$ cat src/rtl/green_pkg.sv
`default_nettype none
// ============================================================================
// Module      : green_pkg
// Description : Opcode and fetch-state encodings shared by the green fetch
//               unit and the green decoder.
// Revision    : 1.0 - initial release
// ============================================================================
package green_pkg;

  localparam logic [3:0] OPC_LD   = 4'b0000;
  localparam logic [3:0] OPC_ST   = 4'b0001;
  localparam logic [3:0] OPC_INC  = 4'b0010;
  localparam logic [3:0] OPC_BR   = 4'b0011;
  localparam logic [3:0] OPC_HALT = 4'b1111;

  localparam logic [1:0] S_FETCH  = 2'd0;
  localparam logic [1:0] S_ISSUE  = 2'd1;
  localparam logic [1:0] S_HALTED = 2'd2;

  typedef enum logic [1:0] {
    ST_FETCH  = S_FETCH,
    ST_ISSUE  = S_ISSUE,
    ST_HALTED = S_HALTED
  } fetch_state_t;

  function automatic logic [3:0] opc_of(input logic [15:0] word);
    return word[15:12];
  endfunction

endpackage
`default_nettype wire

$ cat src/rtl/green_fetch_if.sv
`default_nettype none
// ============================================================================
// Module      : green_fetch_if
// Description : Program-memory, opCode-handshake and control signals between
//               the green fetch unit (master) and its environment (slave).
// Revision    : 1.0 - initial release
// ============================================================================
interface green_fetch_if #(
  parameter int ADDR_W = 16
);

  logic              start;
  logic              mem_req;
  logic [ADDR_W-1:0] mem_addr;
  logic              mem_ack;
  logic [15:0]       mem_rdata;
  logic [15:0]       opCode;
  logic              op_valid;
  logic              op_ready;
  logic              BR_in;
  logic [ADDR_W-1:0] br_target;
  logic [ADDR_W-1:0] pc;
  logic              halted;

  modport master (
    input  start,
    output mem_req,
    output mem_addr,
    input  mem_ack,
    input  mem_rdata,
    output opCode,
    output op_valid,
    input  op_ready,
    input  BR_in,
    input  br_target,
    output pc,
    output halted
  );

  modport slave (
    output start,
    input  mem_req,
    input  mem_addr,
    output mem_ack,
    output mem_rdata,
    input  opCode,
    input  op_valid,
    output op_ready,
    output BR_in,
    output br_target,
    input  pc,
    input  halted
  );

endinterface
`default_nettype wire

$ cat src/rtl/green_fetch.sv
`default_nettype none
// ============================================================================
// Module      : green_fetch
// Description : Fetches 16-bit instructions at pc, issues them to the decoder
//               with valid/ready, then advances, branches or halts.
// Revision    : 1.0 - initial release
// ============================================================================
module green_fetch
  import green_pkg::*;
#(
  parameter int                ADDR_W   = 16,
  parameter logic [ADDR_W-1:0] RESET_PC = '0
) (
  input  logic          clk,
  input  logic          rst_n,
  green_fetch_if.master bus
);

  fetch_state_t      r_state;
  fetch_state_t      w_state_nxt;
  logic [ADDR_W-1:0] r_pc;
  logic [ADDR_W-1:0] w_pc_nxt;
  logic [ADDR_W-1:0] w_pc_inc;
  logic [15:0]       r_ir;
  logic [15:0]       w_ir_nxt;
  logic              r_mem_req;
  logic              r_op_valid;
  logic              r_halted;
  logic              w_fetch_done;
  logic              w_handshake;

  // An ack only counts while a request is actually out, so the cycle right
  // after reset (mem_req low) never captures a stale response.
  assign w_fetch_done = (r_state == ST_FETCH) && r_mem_req && bus.mem_ack;
  assign w_handshake  = (r_state == ST_ISSUE) && r_op_valid && bus.op_ready;
  assign w_pc_inc     = r_pc + {{(ADDR_W-1){1'b0}}, 1'b1};

  always_comb begin
    w_state_nxt = r_state;
    w_pc_nxt    = r_pc;
    w_ir_nxt    = r_ir;
    case (r_state)
      ST_FETCH: begin
        if (w_fetch_done) begin
          w_ir_nxt    = bus.mem_rdata;
          w_state_nxt = ST_ISSUE;
        end
      end
      ST_ISSUE: begin
        if (w_handshake) begin
          case (opc_of(r_ir))
            OPC_HALT: begin
              // pc is left pointing at the HALT word itself.
              w_state_nxt = ST_HALTED;
            end
            OPC_BR: begin
              w_state_nxt = ST_FETCH;
              w_pc_nxt    = bus.BR_in ? bus.br_target : w_pc_inc;
            end
            OPC_LD, OPC_ST, OPC_INC: begin
              w_state_nxt = ST_FETCH;
              w_pc_nxt    = w_pc_inc;
            end
            default: begin
              w_state_nxt = ST_FETCH;
              w_pc_nxt    = w_pc_inc;
            end
          endcase
        end
      end
      ST_HALTED: begin
        if (bus.start) begin
          w_pc_nxt    = RESET_PC;
          w_state_nxt = ST_FETCH;
        end
      end
      default: begin
        w_state_nxt = ST_FETCH;
      end
    endcase
  end

  always_ff @(posedge clk) begin
    if (!rst_n) begin
      r_state    <= ST_FETCH;
      r_pc       <= RESET_PC;
      r_ir       <= 16'h0000;
      r_mem_req  <= 1'b0;
      r_op_valid <= 1'b0;
      r_halted   <= 1'b0;
    end else begin
      r_state    <= w_state_nxt;
      r_pc       <= w_pc_nxt;
      r_ir       <= w_ir_nxt;
      r_mem_req  <= (w_state_nxt == ST_FETCH);
      r_op_valid <= (w_state_nxt == ST_ISSUE);
      r_halted   <= (w_state_nxt == ST_HALTED);
    end
  end

  assign bus.mem_req  = r_mem_req;
  assign bus.mem_addr = r_pc;
  assign bus.opCode   = r_ir;
  assign bus.op_valid = r_op_valid;
  assign bus.pc       = r_pc;
  assign bus.halted   = r_halted;

endmodule
`default_nettype wire
$ cat src/flat_wrapper.sv
// flat-port wrapper written by rule: the top's interface ports become plain ports
module green_fetch_flat import green_pkg::*;
#(
  parameter int                ADDR_W   = 16,
  parameter logic [ADDR_W-1:0] RESET_PC = '0
)
  (clk, rst_n, bus_start, bus_mem_req, bus_mem_addr, bus_mem_ack, bus_mem_rdata, bus_opCode, bus_op_valid, bus_op_ready, bus_BR_in, bus_br_target, bus_pc, bus_halted);
  green_fetch_if #(.ADDR_W(ADDR_W)) bus_i ();
  input  logic clk;
  input  logic rst_n;
  input wire logic [$bits(bus_i.start)-1:0] bus_start;
  output wire logic [$bits(bus_i.mem_req)-1:0] bus_mem_req;
  output wire logic [$bits(bus_i.mem_addr)-1:0] bus_mem_addr;
  input wire logic [$bits(bus_i.mem_ack)-1:0] bus_mem_ack;
  input wire logic [$bits(bus_i.mem_rdata)-1:0] bus_mem_rdata;
  output wire logic [$bits(bus_i.opCode)-1:0] bus_opCode;
  output wire logic [$bits(bus_i.op_valid)-1:0] bus_op_valid;
  input wire logic [$bits(bus_i.op_ready)-1:0] bus_op_ready;
  input wire logic [$bits(bus_i.BR_in)-1:0] bus_BR_in;
  input wire logic [$bits(bus_i.br_target)-1:0] bus_br_target;
  output wire logic [$bits(bus_i.pc)-1:0] bus_pc;
  output wire logic [$bits(bus_i.halted)-1:0] bus_halted;
  assign bus_i.start = bus_start;
  assign bus_mem_req = bus_i.mem_req;
  assign bus_mem_addr = bus_i.mem_addr;
  assign bus_i.mem_ack = bus_mem_ack;
  assign bus_i.mem_rdata = bus_mem_rdata;
  assign bus_opCode = bus_i.opCode;
  assign bus_op_valid = bus_i.op_valid;
  assign bus_i.op_ready = bus_op_ready;
  assign bus_i.BR_in = bus_BR_in;
  assign bus_i.br_target = bus_br_target;
  assign bus_pc = bus_i.pc;
  assign bus_halted = bus_i.halted;
  green_fetch #(.ADDR_W(ADDR_W), .RESET_PC(RESET_PC)) u_core (.clk(clk), .rst_n(rst_n), .bus(bus_i));
endmodule
$ cat config.mk
export PLATFORM = sky130hd
export DESIGN_NAME = green_fetch_flat
export DESIGN_NICKNAME = d
export VERILOG_FILES = /design/src/rtl/green_pkg.sv /design/src/rtl/green_fetch_if.sv /design/src/rtl/green_fetch.sv /design/src/flat_wrapper.sv
export SDC_FILE = /design/constraint.sdc
export NUM_CORES = 1
export LEC_CHECK = 0
export ABC_CLOCK_PERIOD_IN_PS = 3500
export CAP_MARGIN = 0
export CORE_MARGIN = 4
export CORE_UTILIZATION = 42
export CTS_BUF_LIST = sky130_fd_sc_hd__clkbuf_4
export DETAILED_ROUTE_END_ITERATION = 16
export MAX_ROUTING_LAYER = met4
export PLACE_DENSITY = 0.93
export SYNTH_ARGS = -nofsm -noshare
export SYNTH_HDL_FRONTEND = slang
export SYNTH_SLANG_ARGS = --single-unit
$ cat constraint.sdc
create_clock -name clk -period 3.5 [get_ports clk]
set_input_delay 0.7 -clock clk [delete_from_list [all_inputs] [get_ports clk]]
set_output_delay 0.7 -clock clk [all_outputs]
set_load 0.01 [all_outputs]
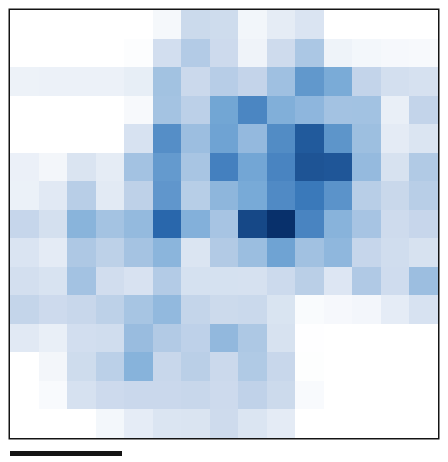
**Above:** run 1 (routed metal per tile).
The bar under the picture is 20 um long. The die is cut into 15 by 15 equal tiles; white is low, dark blue is high, scaled to the fullest tile. Values are wire area over tile area, all layers added.
The mean over all tiles is 0.16. The fullest tile reaches 0.67. 20% of the tiles are nearly empty. The emptiest ninth of the die: bottom right. The densest ninth of the die: middle.

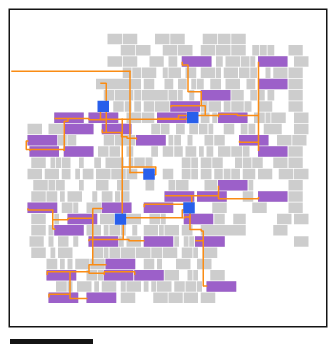
**Above:** run 1 (clock wires, drivers and flops).
The bar under the picture is 20 um long.
Key: flip-flops = purple [count 37]; clock wires = orange [length 442 um]; clock-net drivers = blue [count 5]
There are 6 routed clock nets.
Layout Skew: 0.0171 ns
power share of the clock group: 39.6%
clock latency at the later pin of the worst-skew pair: 0.35 ns

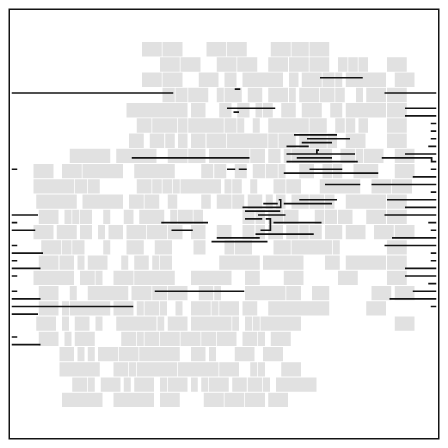
**Above:** run 1 (M3 wires).
The layer carries 437 um of wire. The wires run mostly horizontal. The longest straight run is 28.5 um.
Detailed Route WL: 5.61 mm
GR met3 Demand/Resource: 3.90%
vias: 2052

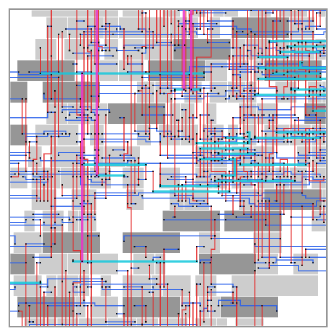
**Above:** run 1 (zoomed window).
Window x 18 to 58, y 18 to 58 um. Cells in grey, sequential cells in the stronger grey; small squares are vias.
Key: M1 = blue; M2 = red; M4 = magenta; M3 = cyan
Netlist names of flops here include u_core.bus.mem_addr (10), u_core.bus.opCode (6). 129 logic cells have their middle in the window. Sequential cells in the window: 16. Most frequent: dfxtp_1 (16), nand2_1 (14).

==> impl_metrics.tcl, run 1 <==
# implementation run metrics
set metrics [dict create \
    crit_required_ns 3.78 \
    finalHoldViolations 0 \
    grt_start_max_net_pins 29 \
    wl_per_cell_um 15.5 \
    num_rows 24 \
    areaGrowthSynthToFinish_pct 45.3 \
    power_density_nw_per_um2 326 \
    critPathKind "in -> reg" \
    place_area_um2 2750 \
    fin_ws_ns 1.06 \
    sh_seq_area_pct 26.0 \
    p_seq_share_pct 47.7 \
    clockNetworkAreaShare_pct 3.60 \
    switchingPower_mw 0.202 \
    avgSynthCellArea_um2 8.17 \
    comb_cells 170 \
    syn_inst 240 \
    synthTopCellsByCount "43 x nand2_1, 37 x dfxtp_1, 19 x a21boi_0" \
    endpoint_kind "flop" \
    dp_slack_ns 0.784 \
    fin_area_um2 2850 \
    setup_viol 0 \
    clock_buffer_count 5 \
    holdPathEnd "u_core.bus.opCode[5]" \
    buf_share_pct 31.2 \
    worstSetupStartpoint "bus_op_ready" \
    cts_hold_buf 0 \
    aoi_share_pct 24.0 \
    grt_pass1_wl_mm 9.35 \
    ys.flop_type "dfxtp_1" \
    chip_area_um2 5830 \
    fp_util_pct 44.1 \
    simple_gate_share_pct 27.1 \
    htree_num_levels 2 \
    synth-area-yosys_um2 1960 \
    syn_area_um2 1960 \
    cts_sinks 37 \
    io_buffer_count 88 \
    fp_nets 279 \
    r2r_setup_slack_ns 1.48 \
    topCellsByArea "dfxtp_1 38%, nand2_1 8.2%, a21boi_0 7.3%" \
    die_w_um 76.3 \
    path_cells "clkdlybuf4s50_1 -> and4b_1 -> nand3_1 -> or4_1 -> nand3_1" \
    ys_cells 240 \
    r2r_cells 4 \
    finalMaxSlewViolations 0 \
    cts_buffers 5 \
    pg_clk_mw 0.368 \
    log.warning_count 26 \
    nonClockInverterCount 5 \
    min_path_type "reg -> reg" \
    fin_crit_ns 2.44 \
    drt_iter0_drc 239 \
    overflow 0 \
    slowest_delay_ns 0.67 \
    flops 37 \
    top_area_share_pct 37.8 \
    cts_tree "built" \
    endpoint "u_core.bus.mem_addr[14]" \
    internal_power_mw 0.727 \
    tap_cells 52 \
    period_used_pct 69.6 \
    r2r_start "u_core.r_state[0]" \
    final_cell_mix "88 x clkdlybuf4s50_1, 43 x nand2_1, 37 x dfxtp_1, 19 x a21boi_0, 11 x nand3_1" \
    status "complete, no violations" \
    cp_max_fo 16 \
    crit_buf_inv 1 \
    fin_tns_setup_ns 0 \
    viasPerCell 5.68 \
    layout_top_cell "clkdlybuf4s50_1" \
    largest_cell_class "combinational gates" \
    hold_path.startpoint "u_core.bus.opCode[5]" \
    sh_comb_area_pct 36.3 \
    drv_cap 0 \
    n_antenna_cell 0 \
    tightest_slew_ns 0.673 \
    ys_ff 37 \
    critPathTopFamily "simple AND/OR/NAND/NOR gates" \
    drtPass1Iterations 5 \
    root_buffer "clkbuf_4" \
    flop_area_um2 741 \
    top_logic_kind "simple AND/OR/NAND/NOR gates" \
    rsz0062_at_grt "no" \
    largest_area_cell "dfxtp_1" \
    power.leakage_nw 0.947 \
    top_power_group "registers" \
    core-area_um2 4440 \
    track_usage_pct 19.7 \
    seq-power_mw 0.443 \
    postCtsResizedCells 0 \
    clk_pin_slew_worst_paths_ns 0.11 \
    n_all_buffers 89 \
    layout-drive-gt1-share_pct 4.21 \
    ys_warn_count 0 \
    swShare_pct 21.8 \
    arrival_ns 2.72 \
    mi_logic_area_um2 1030 \
    crit_top_cell "nand3_1" \
    async_flop_share_pct 0 \
    synth.mux.area_fraction_pct 0.510 \
    fmax_mhz 410 \
    ys_seq_share_pct 37.8 \
    postCtsSetupBuffers 0 \
    combPwrFrac_pct 12.7 \
    start_kind "primary input" \
    yosys.cell_types.count 43 \
    fillers 393 \
]
==> run 1: through the flow <==
stage          cells  power (mW)  hold slack, ns
2_1_floorplan    240       0.495           0.488
3_3_place_gp     353       0.569           0.449
3_5_place_dp     353       0.571           0.458
4_1_cts          361       0.932           0.474
5_1_grt          361       0.960           0.501
6_report         361       0.929           0.469
==> run 1: per-layer routing <==
metal	global-route usage [%]	vias up	wire length, um
li1	-	1000	-
met1	23.7	938	2340
met2	32.5	105	2760
met3	3.90	9	437
met4	7.79	0	72
met5	-	-	0
==> run 1: worst reg2reg max path, cell delays in order, from the launching register on <==
cell	delay [ns]
dfxtp_1	0.43
and4b_1	0.30
nand3_1	0.49
or4_1	0.67
nand3_1	0.09
**Run 1: clock routing**

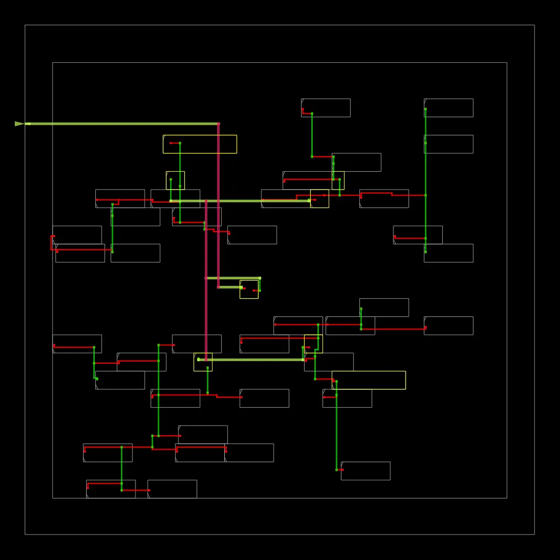

==> run 2, diff against run 1 <==
Settings changed: ABC_CLOCK_PERIOD_IN_PS 3500 to 2200, CORE_UTILIZATION 42 to 39, PLACE_DENSITY 0.93 to 0.91.
Clock period 3.5 ns to 2.2 ns, I/O delays scaled along.
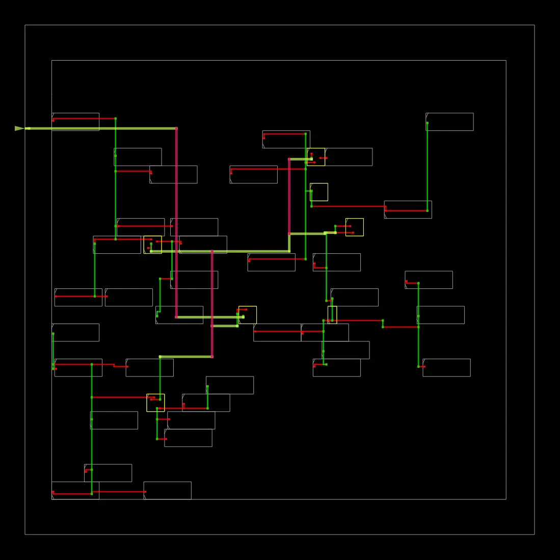
**Above:** run 2 (clock routing).
Clock Sinks: 37
clkbuf count: 5
seq_cells: 37
CTS buffer count: 5
Power Clock: 0.345 mW

==> run 2 against run 1 <==
  * Wire length fell by 0.27%
  * Critical path depth did not move
  * Sequential power rose by 59%
  * Clock power fell by 6.3%
  * Setup slack got worse by 0.84 ns
  * Sequential cell count did not move
  * Sequential share of layout area fell by 0.091 points
==> impl_metrics.tcl, run 2 <==
# implementation run metrics
set metrics [dict create \
    status "complete, no violations" \
    ys_cells 240 \
    layout_top_cell "clkdlybuf4s50_1" \
    ys_warn_count 0 \
    period_used_pct 90.0 \
    num_vias 2064 \
    die_w_um 78.9 \
    mi_logic_area_um2 1030 \
    largest_area_cell "dfxtp_1" \
    synth-area-yosys_um2 1960 \
    root_buffer "clkbuf_4" \
    hold_path.startpoint "u_core.bus.opCode[0]" \
    grt_start_max_net_pins 22 \
    drv_cap 0 \
    ioPinCount 89 \
    drt-total-wl_mm 5.59 \
    use_met2_pct 30.6 \
    rr_endpoint "u_core.bus.mem_addr[14]" \
    worstSetupStartpoint "u_core.bus.mem_addr[1]" \
    cp_max_fo 9 \
    log.warning_count 26 \
    syn_area_um2 1960 \
    postCtsResizedCells 0 \
    dp_hpwl_mm 4.12 \
    finalHoldViolations 0 \
    place_area_um2 2810 \
    overflow 0 \
    final_core_util_pct 59.8 \
    chip_area_um2 6230 \
    tap_cells 67 \
    fin_skew_ns 0.00527 \
    async_flop_share_pct 0 \
    r2r_cells 5 \
    internal_power_mw 0.922 \
    viasPerCell 5.42 \
    power_density_nw_per_um2 434 \
    cts_buffer_depth 2 \
    tightest_slew_ns 0.698 \
    fin_crit_ns 1.98 \
    critPathKind "reg -> reg" \
    postCtsSetupBuffers 0 \
    fin_cells 381 \
    whs_path_depth 2 \
    finalNetCount 353 \
    crit_required_ns 2.50 \
    top_layer "met4" \
    wl_met3_um 556 \
    fin_tns_setup_ns 0 \
    top_area_share_pct 37.8 \
    power.total_mw 1.24 \
    avgSynthCellArea_um2 8.17 \
    arrival_ns 2.28 \
    cts_tree "built" \
    r2r_start "u_core.bus.mem_addr[1]" \
    met3_usage_pct 6.35 \
    ys_ff 37 \
    fin_area_um2 2860 \
    io_buffer_count 88 \
    layout-drive-gt1-share_pct 5.41 \
    sh_seq_area_pct 25.9 \
    grtUsageMet1_pct 22.7 \
    areaGrowthSynthToFinish_pct 45.8 \
    fillers 414 \
    route.antenna.remaining_nets 0 \
    flop_area_um2 741 \
    combPwrFrac_pct 15.4 \
    grt_pass1_vias 1999 \
    clockNetworkAreaShare_pct 1.71 \
    antenna_found_initial 0 \
    die_h_um 78.9 \
    fin_ws_ns 0.221 \
    topCellsByArea "dfxtp_1 38%, nand2_1 8.2%, a21boi_0 7.3%" \
    clkLatencyLatePin_ns 0.35 \
    most_common_cell "nand2_1" \
    holdPathEnd "u_core.bus.opCode[0]" \
    ys.flop_type "dfxtp_1" \
    setup_viol 0 \
    min_path_type "reg -> reg" \
    seq-power_mw 0.705 \
    drc 0 \
    start_kind "flop" \
    peakVddDrop_v 0.000405 \
    endpoint "u_core.bus.mem_addr[14]" \
    fp_util_pct 41.0 \
    drt_iter0_drc 226 \
    ys_seq_share_pct 37.8 \
    n_all_buffers 95 \
    rsz0062_at_grt "no" \
    routedLengthMet1_mm 2.35 \
    htree_num_levels 2 \
    p_seq_share_pct 56.8 \
    fmax_mhz 505 \
    met2_length_mm 2.63 \
    top_power_group "registers" \
    final_cell_mix "88 x clkdlybuf4s50_1, 43 x nand2_1, 37 x dfxtp_1, 19 x a21boi_0, 11 x nand3_1" \
    num_rows 25 \
    syn_inst 240 \
    r2r_setup_slack_ns 0.22 \
    power.leakage_nw 0.947 \
    top_usage_layer "met2" \
    yosys.cell_types.count 43 \
    track_usage_pct 19.0 \
    place.gp.congestion 0.864 \
    comb_cells 170 \
    enable_flop_cells 0 \
    clk_pin_slew_worst_paths_ns 0.11 \
    drtPass1Iterations 4 \
    comb_power_mw 0.191 \
    wl_per_cell_um 14.7 \
    fp_nets 279 \
    synthTopCellsByCount "43 x nand2_1, 37 x dfxtp_1, 19 x a21boi_0" \
    nonClockInverterCount 5 \
    cts_hold_buf 0 \
    sh_comb_area_pct 36.2 \
    endpoint_kind "flop" \
    swShare_pct 25.7 \
    finalMaxSlewViolations 0 \
    n_antenna_cell 0 \
    numPlacedInstances 374 \
    switchingPower_mw 0.319 \
    pwr-share-clk_pct 27.8 \
    buf_share_pct 32.6 \
    core-area_um2 4790 \
    grt_pass1_wl_mm 9.20 \
    largest_cell_class "combinational gates" \
    dp_slack_ns 0.0189 \
    slew_headroom_pct 53.5 \
    holdWs_ns 0.469 \
]
run 2: cell count changes in the layout (fill, tap and decap cells not counted):
| cell | previous run | this run |
|---|---|---|
| buf_4 | 1 | 7 |
| bufinv_16 | 2 | 0 |
| clkinv_2 | 1 | 0 |
| clkinv_1 | 0 | 1 |
| clkinvlp_4 | 0 | 1 |
run 2: logic make-up after synthesis:
kind of cell,count (synthesis),share of synthesized area [%]
and+or+nand+nor,100,27.1
AOI/OAI and AO/OA,67,24.0
DFF,37,37.8
buffers and inverters,33,9.50
xor gates and xnor gates,1,0.447
muxes,1,0.510
adders and majority gates,1,0.638
run 2: worst max-delay path: stages, from the launching register on:
cell and delay, ns:
dfxtp_1 0.44, ha_1 0.28, nand3_4 0.15, or4_1 0.57, or4_1 0.41, nand3_1 0.09
Power figures rest on the tool's default switching activity, not on a simulated workload.
